==> images/clocks.png <==
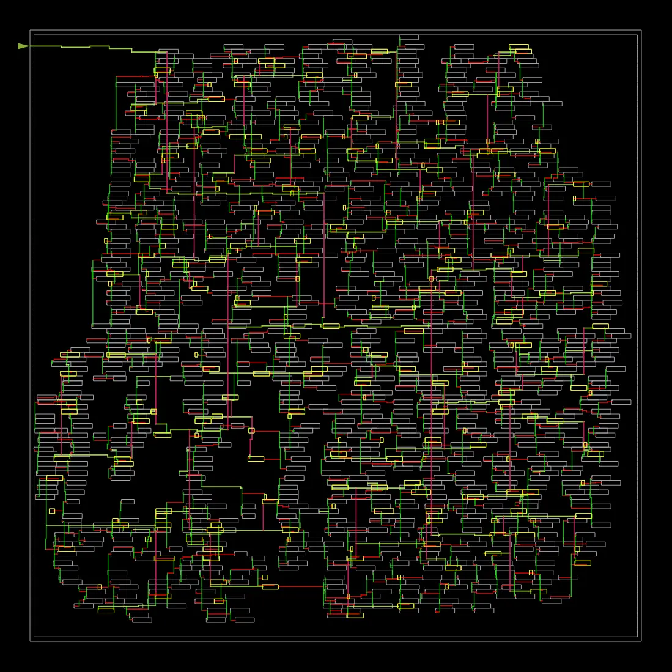
==> images/layer_met2.png <==
Drawn at 1 px/um.
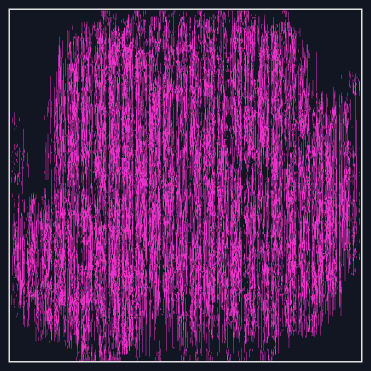
==> images/cell_density.png <==
Drawn at 1 px/um. 35 x 35 tiles, from black (low) to pale yellow (high), 0 to 100% covered.
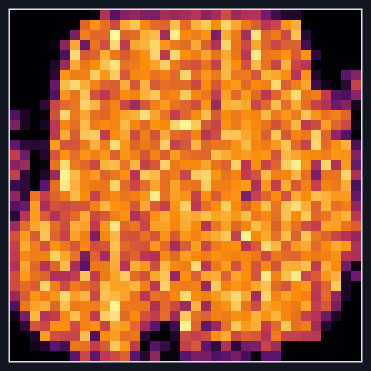
==> images/flops_by_reg.png <==
Drawn at 1 px/um. Other cells in gray.
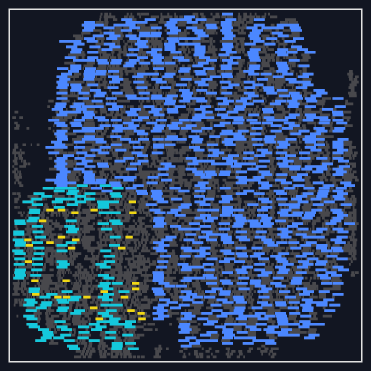
--- src/rtl/register_file.sv ---
// register_file: architectural registers x0-x31 with rename tags, operand resolution via ROB query, commit and flush.
// Optional macro REGFILE_COMMIT_BYPASS_EN: forwards a same-cycle matching commit value straight to the operands.
module register_file #(
    parameter int REG_NUM = 32,
    parameter int XLEN    = 32
) (
    input  logic            clk,
    input  logic            rst_n,
    input  logic            flush,
    input  logic            rename_en,
    input  logic [4:0]      rename_regid,
    input  logic [4:0]      rename_vregid,
    input  logic [4:0]      src1_regid,
    input  logic [4:0]      src2_regid,
    output logic            op1_dependency,
    output logic [4:0]      op1_vregid,
    output logic [XLEN-1:0] op1_val,
    output logic            op2_dependency,
    output logic [4:0]      op2_vregid,
    output logic [XLEN-1:0] op2_val,
    output logic [4:0]      rob_query_vregid1,
    output logic [4:0]      rob_query_vregid2,
    input  logic            rob_query_dependency1,
    input  logic [XLEN-1:0] rob_query_val1,
    input  logic            rob_query_dependency2,
    input  logic [XLEN-1:0] rob_query_val2,
    input  logic            commit_en,
    input  logic [4:0]      commit_regid,
    input  logic [4:0]      commit_dependency,
    input  logic [XLEN-1:0] commit_val
);
    logic [XLEN-1:0]    val_q [REG_NUM];
    logic [4:0]         tag_q [REG_NUM];
    logic [REG_NUM-1:0] busy_q;
    logic               byp1;
    logic               byp2;

    // Commit writes value and retires the rename only if its slot is the newest; rename then flush take priority on busy
    always_ff @(posedge clk) begin
        if (!rst_n) begin
            busy_q <= '0;
            for (int i = 0; i < REG_NUM; i++) begin
                val_q[i] <= '0;
                tag_q[i] <= '0;
            end
        end else begin
            for (int i = 1; i < REG_NUM; i++) begin
                if (commit_en && commit_regid == 5'(i)) begin
                    val_q[i] <= commit_val;
                    if (busy_q[i] && tag_q[i] == commit_dependency)
                        busy_q[i] <= 1'b0;
                end
                if (rename_en && !flush && rename_regid == 5'(i)) begin
                    busy_q[i] <= 1'b1;
                    tag_q[i]  <= rename_vregid;
                end
                if (flush)
                    busy_q[i] <= 1'b0;
            end
        end
    end

    // Zero-latency operand resolution from pre-rename state, falling back on the ROB for busy registers
    always_comb begin
        rob_query_vregid1 = tag_q[src1_regid];
        rob_query_vregid2 = tag_q[src2_regid];
`ifdef REGFILE_COMMIT_BYPASS_EN
        byp1 = commit_en && src1_regid != 5'd0 && commit_regid == src1_regid &&
               busy_q[src1_regid] && tag_q[src1_regid] == commit_dependency;
        byp2 = commit_en && src2_regid != 5'd0 && commit_regid == src2_regid &&
               busy_q[src2_regid] && tag_q[src2_regid] == commit_dependency;
`else
        byp1 = 1'b0;
        byp2 = 1'b0;
`endif
        op1_dependency = busy_q[src1_regid] && !byp1 && rob_query_dependency1;
        op2_dependency = busy_q[src2_regid] && !byp2 && rob_query_dependency2;
        op1_vregid     = op1_dependency ? tag_q[src1_regid] : 5'd0;
        op2_vregid     = op2_dependency ? tag_q[src2_regid] : 5'd0;
        op1_val        = !busy_q[src1_regid] ? val_q[src1_regid] : byp1 ? commit_val : rob_query_val1;
        op2_val        = !busy_q[src2_regid] ? val_q[src2_regid] : byp2 ? commit_val : rob_query_val2;
    end
endmodule

--- config.mk ---
export PLATFORM = sky130hd
export DESIGN_NAME = register_file
export DESIGN_NICKNAME = d
export VERILOG_FILES = /design/src/rtl/register_file.sv
export SDC_FILE = /design/constraint.sdc
export NUM_CORES = 2
export LEC_CHECK = 0
export CAP_MARGIN = 10
export CORE_MARGIN = 2
export CORE_UTILIZATION = 50
export DETAILED_ROUTE_END_ITERATION = 10
export GPL_ROUTABILITY_DRIVEN = 0
export PLACE_DENSITY = 0.67
export SYNTH_ARGS = -nofsm -noshare
export SYNTH_HDL_FRONTEND = slang
export SYNTH_SLANG_ARGS = --single-unit
--- constraint.sdc ---
create_clock -name clk -period 4.3 [get_ports clk]
set_clock_uncertainty 0.1 [all_clocks]
set_input_delay 0.86 -clock clk [delete_from_list [all_inputs] [get_ports clk]]
set_output_delay 0.86 -clock clk [all_outputs]
set_load 0.02 [all_outputs]
==> flow_summary.ini <==
; generated from flow reports
[logic_synthesis]
synth.cells.most_frequent = edfxtp_1 (1,147), nor2_1 (679), mux4_2 (418)
synth-simple-area-share = 0.06994
synthAoiAreaFrac = 0.06655
largest_area_cell = edfxtp_1
yosys_warning_tally = 0
fp_nets = 4214
yosys-mux-area-fraction = 0.2268
ys_ff = 1178
synth_area_per_cell_um2 = 14.75
yosys.stat.chipArea_um2 = 60200
flop_cell = edfxtp_1
total_standard_cell_area_after_synthesis_um2 = 60200
ys_cells = 4081

[final_layout]
clkCellAreaFrac = 0.06026
final_core_utilization = 0.6036
nFillCells = 8996
layout.nonclk_buf_frac = 0.09801
fraction_of_final_layout_cells_sized_beyond_drive_strength_1 = 0.3077
lay_top_count = edfxtp_1
final_cell_count_no_fill = 6228
seq_area_frac = 0.4855
final-seq-area_um2 = 35060
largest_register_ffs = 992
nMultiInputCombCells = 2491
area.share.combinational = 0.3260
n_all_buffers = 668
largest_registers = val_q x992, tag_q x155, busy_q x31
postLayoutCellArea_um2 = 72220

[drt]
routed.top_layer = met5
initialDrtViolationCount = 7121
routed_via_density = 6.891
met1Wirelength_um = 75740
drc = 0
met2_length_um = 97800

[power]
share_comb_of_total_power = 0.152
clock_power_share = 0.384
seqPwrFrac = 0.464
p_int_mw = 22.23
static-leakage-power_nw = 25.13
sw_frac_of_total = 0.2562
power-per-cell-area_nw_per_um2 = 413.8
design_power_total_mw = 29.89
power.net_switching_mw = 7.658

[critical_path]
slowest_cell_on_the_critical_path = mux4_2
crit_chain = buf_8, buf_4, mux4_2, mux2i_1, o32ai_1, a221o_1, buf_4, clkdlybuf4s50_1
arrival_ns = 3.34
timing.critical_path.from_type = input pin
critical_path_class = input pin to output pin
regToRegEndpoint = busy_q[31]
cp_top_family = buffers and inverters
worst_path_most_repeated_cell = buf_4
cpPeakStageDelay_ns = 0.62
setup.worst_path.start = src1_regid[0]
reg2reg_setup_slack_ns = 2.78
worstPathRequired_ns = 3.34
worst_r2r_path_depth = 4

[clock_network]
cts_tree = built
clock_tree.htree_level_count = 4
ctsRootBufferMaster = clkbuf_16
cts_hold_buffers_added = 0
cts-root-to-sink-buffers = 3
cts_setup_buffers = 1

[timing]
rsz0062_at_grt = yes
fmax_mhz = 232.5
slew-limit-headroom = 0.1499
timing.final.max_slew_violations = 0
hold_slack_ns = 0.3796
timing.final.ws_setup_ns = -0.0002343
post-route-period-util = 1.000
max_slew.worst_pin.slew_ns = 1.275
setup-violations-final = 1

[flow_run]
log_warnings = 27
timing.max_cap.violations = 0

[min_path]
worst_hold_path_type = flip-flop to flip-flop
holdCritStartpoint = busy_q[4]
worst_hold_path_cells = 2

[floorplanning]
core-area_um2 = 119700
core_util_floorplan = 0.5031

[global_routing]
met3_resource_use_gr = 0.08165
grt_pass1_vias = 42160
grt_first_pass_wirelength_um = 300400
grt_start_max_net_pins = 40
antenna_found_initial = 3
gr-total-overflow = 0

[place]
dpl.cell_count = 5980

[status]
status = finished, violations left
violations = setup timing
Back to the opening pictures, clocks.png:
tally of clock buffers in the finished layout: 155
registers: 1,178
number of buffers added by the clock tree synthesis step: 130
clock sinks: 1,178
worst skew pair latency: 0.75 ns

Back to the opening pictures, layer_met2.png:
longest straight run: 129 um
wire length on this layer: 97.8 mm
main direction: vertical
nets with wire on the layer: 4,139
vias after detailed routing: 42.92k
Total Wirelength: 214,000 um
met2 track demand over resource in global routing: 0.5295

Back to the opening pictures, cell_density.png:
mean over tiles: 57%
emptiest ninth of the die: top left
tiles over 75% full: 30%
nearly empty tiles: 11%
fullest tile: 99%

Back to the opening pictures, flops_by_reg.png:
| color | name in the netlist | flops |
|---|---|---|
| cyan | tag_q | 155 |
| blue | val_q | 992 |
| yellow | busy_q | 31 |

Power is estimated from default activity; no workload was simulated.
